Figure 1. Routed clock nets over the placement (run 1).
Drawn at 4 px/micron.
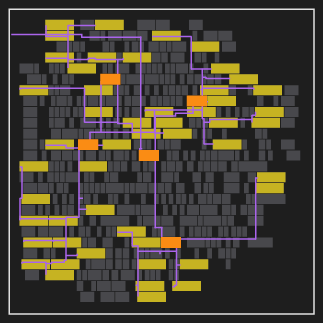
Figure 2. Metal 1 (run 1).
Drawn at 4 px/micron. Supply wires on this layer in gray.
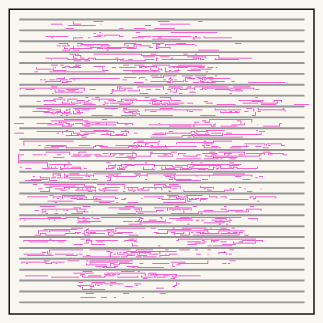
Figure 3. Met3 routing (run 1).
Drawn at 6 px/micron. Cells faint in the background.
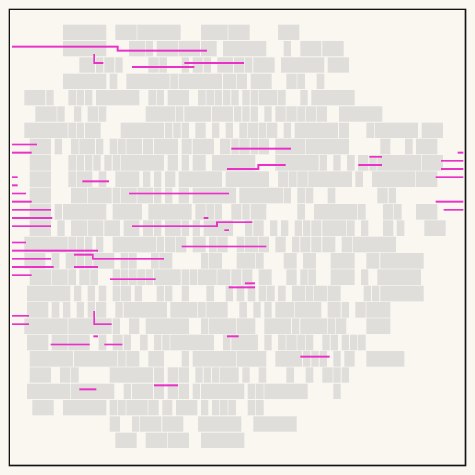
Figure 4. Clock nets (run 1).
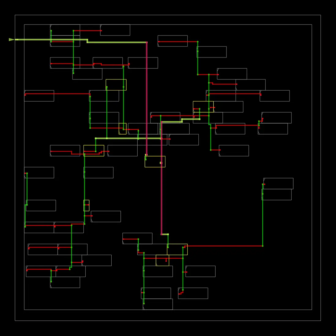
`src/rtl/divider_pkg.sv`:
```
// Shared definitions for the restoring divider controller and datapath.
// Keeping the step-select encodings here stops the two halves from diverging.
package divider_pkg;

    localparam logic [1:0] SEL_LOAD  = 2'b00;
    localparam logic [1:0] SEL_STEP  = 2'b01;
    localparam logic [1:0] SEL_LATCH = 2'b10;
    localparam logic [1:0] SEL_HOLD  = 2'b11;

    typedef enum logic [1:0] {
        OP_LOAD  = 2'b00,
        OP_STEP  = 2'b01,
        OP_LATCH = 2'b10,
        OP_HOLD  = 2'b11
    } sel_e;

endpackage

```
`src/rtl/divider_data_path_if.sv`:
```
// Operand/result bundle between the divider controller side and the datapath.
interface divider_data_path_if #(
    parameter int WIDTH = 8
);
    logic [WIDTH-1:0] dividend_in;
    logic [WIDTH-1:0] divisor_in;
    logic [1:0]       sel;
    logic [WIDTH-1:0] n_n;
    logic [WIDTH-1:0] quotient;
    logic [WIDTH-1:0] remainder;
    logic             div_by_zero;

    modport master (
        output dividend_in, divisor_in, sel,
        input  n_n, quotient, remainder, div_by_zero
    );

    modport slave (
        input  dividend_in, divisor_in, sel,
        output n_n, quotient, remainder, div_by_zero
    );
endinterface

```
`src/rtl/divider_data_path_restoring_step.sv`:
```
// One restoring shift/subtract iteration: shifts the next dividend bit into the
// partial remainder and subtracts the divisor when it fits.
module restoring_step #(
    parameter int WIDTH = 8
) (
    input  logic [WIDTH-1:0] rh,
    input  logic [WIDTH-1:0] q,
    input  logic [WIDTH-1:0] d,
    output logic [WIDTH-1:0] rh_next,
    output logic [WIDTH-1:0] q_next
);
    logic [WIDTH:0] t_s;

    assign t_s = {rh, q[WIDTH-1]};

    // Compare at WIDTH+1 bits; a fitting difference is always below d, so WIDTH bits hold it.
    always_comb begin
        rh_next = t_s[WIDTH-1:0];
        q_next  = {q[WIDTH-2:0], 1'b0};
        if (t_s >= {1'b0, d}) begin
            rh_next = t_s[WIDTH-1:0] - d;
            q_next  = {q[WIDTH-2:0], 1'b1};
        end else begin
            rh_next = t_s[WIDTH-1:0];
            q_next  = {q[WIDTH-2:0], 1'b0};
        end
    end
endmodule

```
`src/rtl/divider_data_path.sv`:
```
// Datapath of the sequential restoring divider: working registers, iteration
// counter and the result registers that only move on LATCH.
module divider_data_path
    import divider_pkg::*;
#(
    parameter int WIDTH = 8
) (
    input  logic             clk,
    input  logic             rst,
    divider_data_path_if.slave bus
);
    logic [WIDTH-1:0] rh_r;
    logic [WIDTH-1:0] q_r;
    logic [WIDTH-1:0] d_r;
    logic             z_r;
    logic [WIDTH-1:0] n_n_r;
    logic [WIDTH-1:0] quotient_r;
    logic [WIDTH-1:0] remainder_r;
    logic             div_by_zero_r;
    logic [WIDTH-1:0] rh_next_s;
    logic [WIDTH-1:0] q_next_s;

    restoring_step #(.WIDTH(WIDTH)) u_step (
        .rh      (rh_r),
        .q       (q_r),
        .d       (d_r),
        .rh_next (rh_next_s),
        .q_next  (q_next_s)
    );

    // Working registers, iteration counter and result registers.
    always_ff @(posedge clk) begin
        if (rst) begin
            rh_r          <= {WIDTH{1'b0}};
            q_r           <= {WIDTH{1'b0}};
            d_r           <= {WIDTH{1'b0}};
            z_r           <= 1'b0;
            n_n_r         <= {WIDTH{1'b0}};
            quotient_r    <= {WIDTH{1'b0}};
            remainder_r   <= {WIDTH{1'b0}};
            div_by_zero_r <= 1'b0;
        end else begin
            case (bus.sel)
                SEL_LOAD: begin
                    rh_r  <= {WIDTH{1'b0}};
                    q_r   <= bus.dividend_in;
                    d_r   <= bus.divisor_in;
                    z_r   <= (bus.divisor_in == {WIDTH{1'b0}});
                    n_n_r <= WIDTH'(WIDTH);
                end
                SEL_STEP: begin
                    rh_r  <= rh_next_s;
                    q_r   <= q_next_s;
                    n_n_r <= (n_n_r == {WIDTH{1'b0}}) ? {WIDTH{1'b0}}
                                                       : n_n_r - WIDTH'(1);
                end
                SEL_LATCH: begin
                    quotient_r    <= q_r;
                    remainder_r   <= rh_r;
                    div_by_zero_r <= z_r;
                end
                SEL_HOLD: begin
                    n_n_r <= n_n_r;
                end
                default: begin
                    n_n_r <= n_n_r;
                end
            endcase
        end
    end

    assign bus.n_n         = n_n_r;
    assign bus.quotient    = quotient_r;
    assign bus.remainder   = remainder_r;
    assign bus.div_by_zero = div_by_zero_r;
endmodule

```
`src/flat_wrapper.sv`:
```
// flat-port wrapper written by rule: the top's interface ports become plain ports
module divider_data_path_flat import divider_pkg::*;
#(
    parameter int WIDTH = 8
)
  (clk, rst, bus_dividend_in, bus_divisor_in, bus_sel, bus_n_n, bus_quotient, bus_remainder, bus_div_by_zero);
  divider_data_path_if #(.WIDTH(WIDTH)) bus_i ();
  input  logic clk;
  input  logic rst;
  input wire logic [$bits(bus_i.dividend_in)-1:0] bus_dividend_in;
  input wire logic [$bits(bus_i.divisor_in)-1:0] bus_divisor_in;
  input wire logic [$bits(bus_i.sel)-1:0] bus_sel;
  output wire logic [$bits(bus_i.n_n)-1:0] bus_n_n;
  output wire logic [$bits(bus_i.quotient)-1:0] bus_quotient;
  output wire logic [$bits(bus_i.remainder)-1:0] bus_remainder;
  output wire logic [$bits(bus_i.div_by_zero)-1:0] bus_div_by_zero;
  assign bus_i.dividend_in = bus_dividend_in;
  assign bus_i.divisor_in = bus_divisor_in;
  assign bus_i.sel = bus_sel;
  assign bus_n_n = bus_i.n_n;
  assign bus_quotient = bus_i.quotient;
  assign bus_remainder = bus_i.remainder;
  assign bus_div_by_zero = bus_i.div_by_zero;
  divider_data_path #(.WIDTH(WIDTH)) u_core (.clk(clk), .rst(rst), .bus(bus_i));
endmodule
```
`config.mk`:
```
export PLATFORM = sky130hd
export DESIGN_NAME = divider_data_path_flat
export DESIGN_NICKNAME = d
export VERILOG_FILES = /design/src/rtl/divider_pkg.sv /design/src/rtl/divider_data_path_if.sv /design/src/rtl/divider_data_path_restoring_step.sv /design/src/rtl/divider_data_path.sv /design/src/flat_wrapper.sv
export SDC_FILE = /design/constraint.sdc
export NUM_CORES = 1
export LEC_CHECK = 0
export ABC_AREA = 1
export CAP_MARGIN = 15
export CORE_MARGIN = 2
export CORE_UTILIZATION = 53
export CTS_CLUSTER_SIZE = 8
export DETAILED_ROUTE_END_ITERATION = 8
export PLACE_DENSITY = 0.89
export SYNTH_ARGS = -nofsm -noshare
export SYNTH_HDL_FRONTEND = slang
export SYNTH_HIERARCHICAL = 1
export SYNTH_SLANG_ARGS = --single-unit
```
`constraint.sdc`:
```
create_clock -name clk -period 2.1 [get_ports clk]
set_input_delay 0.525 -clock clk [delete_from_list [all_inputs] [get_ports clk]]
set_output_delay 0.525 -clock clk [all_outputs]
set_load 0.01 [all_outputs]
```
==> notes.md, run 1 <==
impl run done, here's what came out: run status completed, top sig layer met4, final number of setup-violating endpoints 0, met2 demand-to-capacity share in global routing 0.3755, vias after detailed routing 2545, chip area 5746 sq um, share of cells above drive strength 1 0.1057, half-perimeter wire length after detailed placement 4592 microns, final-report hold violation count 0, Max power group sequential cells, Signal inverters 51, fraction of area in non-clock buffers 0.1516, worst IR drop on VDD 505.3 uV, cells in synth_stat.txt 394, crit path max-delay cell type clkdlybuf4s50_1, transition time at the pin with the least slew margin 0.3313 ns, Comb pwr share 0.362, CTS root buffer clkbuf_8, area inside the core boundary 5042 sq um, number of enable flip-flop cells 0, worst reg2reg startpoint u_core/q_r[7], worst reg-to-reg setup slack 0.27 ns, CP Capture Type primary output, Critical Path Stages 1, number of gates resized after CTS 0, count of standard-cell rows 26, cell type with the largest total area after synthesis dfxtp_1, Metal-1 WL 2683 microns, GP Congestion 0.8876, minimum hold slack 0.4622 ns, count of maximum capacitance violations 0, static leakage power 1.427 nW, Yosys Warn Count 6, die boundary width 75.81 microns, number of buffers created by CTS 5, cell types occupying the most area after synthesis dfxtp_1, nand2_1, inv_1, a21oi_1, nor2_1, total setup buffers inserted after CTS 0, vias in the first global route 2291, most common cell after layout, fill and taps aside nand2_1, FILL cells 449, most numerous logic cells after layout nand2_1, dfxtp_1, clkdlybuf4s50_1, Logic cell area 1434 sq um, core utilization before placement 0.5419, worst slew slack as a fraction of its limit 0.7791, Top cell area share 0.3663, Layout Nets 465, multi-input gate share of the layout cell area 0.4344, largest fanout on the critical path 6, TritonCTS clock tree yes, launching element of the worst setup path u_core/bus.n_n[4], busiest layer in global routing met2, CP Data Required Time 1.57 ns, synthesis-to-layout area growth 20.79%, crit-path cells clkdlybuf4s50_1, maximum number of pins on one net before global-route repair 32, antenna violations before repair 0, number of remaining DRC errors 0, clock skew 0.005748 ns, start point of the worst min-delay path u_core/bus.remainder[2], CP delay by family, top buffers and inverters, Largest stage delay, worst path 0.58 ns, Commonest cells post-synth nand2_1, dfxtp_1, inv_1, Primary FF master, synth dfxtp_1, synthesized instance count 394, detailed-router iteration count before antenna repair 4, combinational-cell power consumption 0.914 mW, number of hold-repair buffers added at the cts stage 0, Synthesized registers 50, overflow left after global routing 0, Switching Fraction 0.3635, Internal Power 1.607 mW, mapped cell area 2733 sq um, FF+latch area 1001 sq um, count of multi-input combinational gates 274, OpenROAD warnings 27, Avg Synthesized Cell Area 6.936 sq um, count of unique library cells instantiated by Yosys 31, met1 usage in global routing 0.2700, port bufs 44, largest contributor to cell area by class multi-input combinational cells, Min-Delay Path Depth 2, iteration-0 DRC count of the detailed router 138, CTS clk-pin slew, worst paths 0.09 ns, post-detailed-route count of antenna-violating nets 0, capture point of the worst reg-to-reg path u_core/rh_r[4], Hold Path Class flop to flop, reported sequential group power 1.06 mW, met2 wire length 2918 microns, Chip Height 75.81 microns, number of tap cells inserted 70, data arrival at the endpoint of the critical path 1.32 ns, final tally of max-slew violations 0, Final Cycle Share 0.8773, capture point of the worst path bus_n_n[4], post-synthesis async set-or-reset flop share 0
Back to the opening pictures, Figure 1:
clock-net drivers -> orange  # count 5
clock wires -> purple  # length 539 microns
flip-flops -> yellow  # count 50
flops lie = all over the die
routed clock nets = 6
Worst-Skew Late Latency: 0.30 ns
clock network power: 0.548 mW
share of power burned in the clock network: 0.217

Back to the opening pictures, Figure 2:
main direction = horizontal
share of all routed wire = 45%
wire length on this layer = 2680 microns

Back to the opening pictures, Figure 3:
nets with wire on the layer = 40
longest straight run = 17.5 microns

Back to the opening pictures, Figure 4:
flip-flops: 50
sink count of the clock tree: 50

## run 1: metrics by stage
stage,utilization,instance area (sq um),instances,power [mW],setup WS (ns)
finish,0.6546,3301,505,2.525,0.2576
global route,0.6546,3301,505,2.691,0.1546
CTS,0.6546,3301,505,2.537,0.2627
detailed placement,0.6375,3214,497,1.994,0.2024
global placement,0.6375,3214,497,1.970,0.2400
floorplan,-,2733,394,1.776,0.4217
## run 1: kinds of logic (layout without fill, tap and decap cells)
kind of cell,Yosys count,after routing,synth area share
AND/OR/NAND/NOR,206,206,0.3503
buffers and inverters,70,111,0.1090
AND-OR/OR-AND,53,53,0.1085
flip-flops,50,50,0.3663
adder cells (fa/ha/maj),11,11,0.05311
XOR/XNOR,4,4,0.01282
Figure 5. Placement density heat map (run 1).
Drawn at 4 px/micron. 8 x 8 tiles, from white (low) to dark blue (high), 0 to 100% covered.
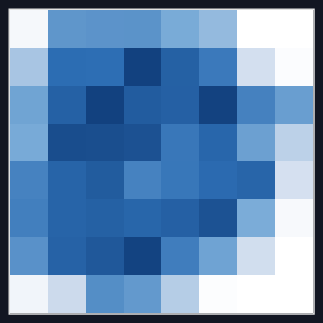

==> inputs of run 2 (changes only) <==
CORE_UTILIZATION = 55   (was 53)
CTS_BUF_LIST = sky130_fd_sc_hd__clkbuf_4 sky130_fd_sc_hd__clkbuf_8   (was unset)
PLACE_DENSITY = 0.92   (was 0.89)
Figure 6. Placement density heat map (run 2).
Drawn at 4 px/micron. 7 x 7 tiles, from white (low) to dark blue (high), 0 to 100% covered.
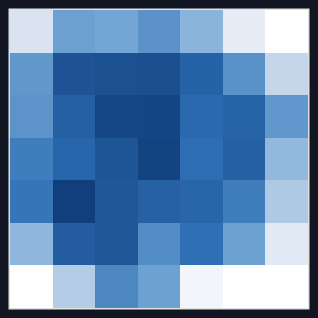
tiles over 75% full = 41%
mean over tiles = 58%
nearly empty tiles = 8.2%
final core utilization: 0.6992
area inside the core boundary: 4755 sq um
core utilization before placement: 0.5747

==> run 2 against run 1 <==
First-iteration DRC count rose by 15%. Synthesized area stayed put. Critical path type is now flop to flop. Routed wire length up 1.6%. Power grew 5.7%. Largest power group unchanged. Final area rose by 0.72%. Core utilization increased by 4.5 points. Non-clock buffer count stayed put. Critical endpoint is now u_core/rh_r[4].
==> notes.md, run 2 <==
impl run done, here's what came out: number of enable flip-flop cells 0, reported sequential group power 1.06 mW, CP Data Required Time 2.35 ns, number of hold-repair buffers added at the cts stage 0, count of unique library cells instantiated by Yosys 31, Chip Height 74.49 microns, Final WS setup 0.2613 ns, non-filler instance count after layout 502, MUX area fraction 0, sink count of the clock tree 50, Post-Place Cell Area 3211 sq um, clock skew 0.008367 ns, share of synthesized cell area in full adder, half adder and majority cells 0.05311, static leakage power 1.432 nW, count of standard-cell rows 25, maximum number of pins on one net before global-route repair 32, CP Capture Type flop, data arrival at the endpoint of the critical path 2.09 ns, worst reg2reg startpoint u_core/q_r[7], Final Cycle Share 0.8756, busiest layer in global routing met2, CTS root buffer clkbuf_8, worst slew slack as a fraction of its limit 0.6754, cell types occupying the most area after synthesis dfxtp_1, nand2_1, inv_1, a21oi_1, nor2_1, capture point of the worst reg-to-reg path u_core/rh_r[4], cell type with the largest total area after synthesis dfxtp_1, Comb pwr share 0.343, Primary FF master, synth dfxtp_1, count of maximum capacitance violations 0, crit path max-delay cell type fa_1, post-detailed-route count of antenna-violating nets 0, Yosys Warn Count 6, half-perimeter wire length after detailed placement 4642 microns, TritonCTS clock tree yes, Worst-Skew Late Latency 0.31 ns, share of power burned in the clock network 0.259, Top cell area share 0.3663, Avg Synthesized Cell Area 6.936 sq um, number of remaining DRC errors 0, cells in synth_stat.txt 394, antenna violations before repair 0, Max power group sequential cells, met2 demand-to-capacity share in global routing 0.4258, GP Congestion 0.8819, worst IR drop on VDD 569.4 uV, Compound Share, Synth 0.1085, pre-CTS worst setup slack 0.1936 ns, DP Cell Count 494, crit-path cells inv_1, ha_1, fa_1, inv_1, nand3_1, nand3_1, xor2_1, nand2_2, nand2_1, nand2_1, a21oi_1, minimum hold slack 0.4645 ns, Internal Power 1.726 mW, number of buffers created by CTS 5, met2 wire length 3035 microns, clock network power 0.690 mW, CTS clk-pin slew, worst paths 0.10 ns, share of cells above drive strength 1 0.1080, iteration-0 DRC count of the detailed router 159, final tally of max-slew violations 0, Switching Fraction 0.3536, vias after detailed routing 2572, overflow left after global routing 0, worst reg-to-reg setup slack 0.26 ns, Hold Path Class flop to flop, CP delay by family, top adder cells, largest fanout on the critical path 4, final-report hold violation count 0, capture point of the worst path u_core/rh_r[4], met1 usage in global routing 0.2889, final number of setup-violating endpoints 0, Largest stage delay, worst path 0.41 ns, number of gates resized after CTS 0, post-synthesis async set-or-reset flop share 0, Synthesized registers 50, chip area 5548 sq um, combinational-cell power consumption 0.916 mW, OpenROAD warnings 27, vias in the first global route 2423, post-layout total power 2.670 mW, Metal-1 WL 2614 microns, synthesized instance count 394, run status completed, Simple-Gate Area Share 0.3503, total setup buffers inserted after CTS 0, detailed-router iteration count before antenna repair 4, top sig layer met4, launching element of the worst setup path u_core/q_r[7], FILL cells 403, most common cell after layout, fill and taps aside nand2_1, most numerous logic cells after layout nand2_1, dfxtp_1, clkdlybuf4s50_1, Min-Delay Path Depth 2
## run 2: cell count changes in the layout (fill, tap and decap cells not counted), sizes merged
cell,before,now
clkinvlp,0,2
bufinv,0,1
clkbuf,6,5
clkinv,5,3
## run 2: final cells by class
type	count	area (sq um)	area share
multi-input cells	274	1434	0.4313
repair buffers	52	500.5	0.1505
well taps	67	83.83	0.02522
flip-flops and latches	50	1001	0.3011
clock buffers	5	68.82	0.02070
inverters	51	191.4	0.05758
clock inverters	3	45.04	0.01355
## run 2: kinds of logic (layout without fill, tap and decap cells)
kind of cell	after synthesis	in the layout
simple gates	206	206
compound gates	53	53
xor+xnor	4	4
flops	50	50
buf+inv	70	111
fa+ha+maj	11	11
==> inputs of run 3 (changes only) <==
CTS_CLUSTER_SIZE = unset   (was 8)
clock period = 2.4 ns   (was 2.1 ns; I/O delays follow)
Figure 7. Met3 routing (run 3).
Drawn at 6 px/micron. Cells faint in the background.
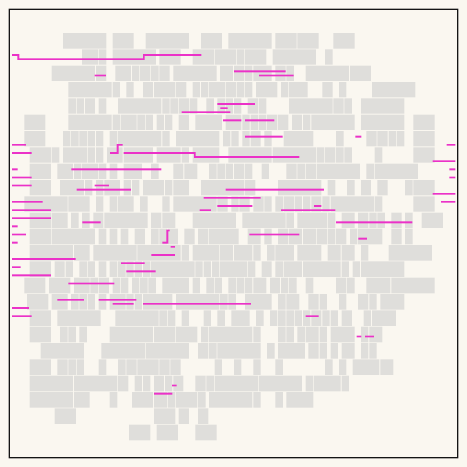
share of all routed wire = 5.2%
nets with wire on the layer = 51
main direction = horizontal
longest straight run = 20.9 microns
Post-Route WL: 6332 microns
vias after detailed routing: 2598
met3 routing resource usage after global routing: 0.04878

==> run 3 against run 2 <==
Via count rose by 1.0%. Sequential share of layout area rose by 0.36 points. Die size did not move. Synthesized cell count did not move. Largest power group unchanged. Clock power fell by 23%. Routed wire length rose by 4.1%. Register-to-register slack improved by 0.22 ns. Final area fell by 1.2%. Critical path depth fell by 10. Core utilization fell by 0.82 points.
==> notes.md, run 3 <==
impl run done, here's what came out: final-report hold violation count 0, vias in the first global route 2494, main logic family after synthesis simple AND/OR/NAND/NOR gates, maximum number of pins on one net before global-route repair 32, first-pass GRT wire length 10520 microns, Worst-Skew Late Latency 0.32 ns, final tally of max-slew violations 0, static leakage power 1.418 nW, half-perimeter wire length after detailed placement 4728 microns, synthesis-to-layout area growth 20.24%, launching element of the worst setup path u_core/bus.n_n[4], mapped cell area 2733 sq um, iteration-0 DRC count of the detailed router 226, MUX area fraction 0, transition time at the pin with the least slew margin 0.4992 ns, CP Data Required Time 1.80 ns, number of enable flip-flop cells 0, start point of the worst min-delay path u_core/bus.remainder[7], met2 wire length 3210 microns, pre-CTS worst setup slack 0.2344 ns, Signal inverters 51, post-synthesis async set-or-reset flop share 0, Final WS setup 0.4826 ns, Avg Synthesized Cell Area 6.936 sq um, post-detailed-route count of antenna-violating nets 0, most common cell after layout, fill and taps aside nand2_1, TritonCTS clock tree yes, number of tap cells inserted 67, port bufs 44, share of cells above drive strength 1 0.1019, yosys xor share 0.01282, fraction of area in non-clock buffers 0.1455, core utilization before placement 0.5747, number of nets produced by synthesis 425, Synthesized registers 50, count of maximum capacitance violations 0, Min-Delay Path Depth 2, final number of setup-violating endpoints 0, Layout Nets 462, cells in synth_stat.txt 394, capture point of the worst reg-to-reg path u_core/rh_r[4], Primary FF master, synth dfxtp_1, Final Cycle Share 0.7989, most numerous logic cells after layout nand2_1, dfxtp_1, clkdlybuf4s50_1, final-layout clock-cell area share 0.02970, sequential cell area share 0.3046, OpenROAD warnings 27, CP delay by family, top buffers and inverters, GP Congestion 0.8548, synthesized instance count 394, Largest stage delay, worst path 0.57 ns, top sig layer met4, overflow left after global routing 0, chip area 5548 sq um, CTS clk-pin slew, worst paths 0.09 ns, FILL cells 391, crit path max-delay cell type clkdlybuf4s50_1, number of buffers created by CTS 5, flip-flops 50, share of synthesized cell area in full adder, half adder and majority cells 0.05311, count of standard-cell rows 25, capture point of the worst path bus_n_n[4], worst IR drop on VDD 380.8 uV, Critical Path Stages 1, worst reg-to-reg setup slack 0.48 ns, number of gates resized after CTS 0, count of multi-input combinational gates 274, crit-path cells clkdlybuf4s50_1, Yosys Warn Count 6, sink count of the clock tree 50, worst reg2reg startpoint u_core/q_r[7], worst slew slack as a fraction of its limit 0.6651, detailed-router iteration count before antenna repair 5, Hold Path Class flop to flop, clock skew 0.01145 ns, Chip Height 74.49 microns, number of remaining DRC errors 0, number of hold-repair buffers added at the cts stage 0, die boundary width 74.49 microns, Logic cell area 1434 sq um, largest fanout on the critical path 6, post-layout total power 2.275 mW, Simple-Gate Area Share 0.3503, run status completed, multi-input gate share of the layout cell area 0.4364, cell types occupying the most area after synthesis dfxtp_1, nand2_1, inv_1, a21oi_1, nor2_1, antenna violations before repair 0
-- run 3: cell types whose count changed in the layout (fill, tap and decap cells not counted), sizes merged --
cell      before  now
inv           48   49
clkinvlp       2    0
buf            8    5
bufinv         1    0
clkinv         3    5
-- run 3: layer usage --
layer	GRT usage	up-vias
met1	0.2826	1188
li1	-	1304
met3	0.04878	12
met5	0	-
met4	0.1012	0
met2	0.4346	94
-- run 3: power by group --
part / internal (mW) / switching (mW) / total (mW)
logic: 0.315 / 0.495 / 0.810
registers: 0.883 / 0.0485 / 0.931
clock network: 0.217 / 0.317 / 0.534
-- run 3: through the flow --
step,hold WS (ns),std cells,instance area (sq um)
final,0.4679,499,3286
after CTS,0.4679,499,3286
after floorplan,0.4443,394,2733
after global routing,0.4907,499,3286
after detailed placement,0.4536,491,3188
after global placement,0.4491,491,3188
Power is estimated from default activity; no workload was simulated.
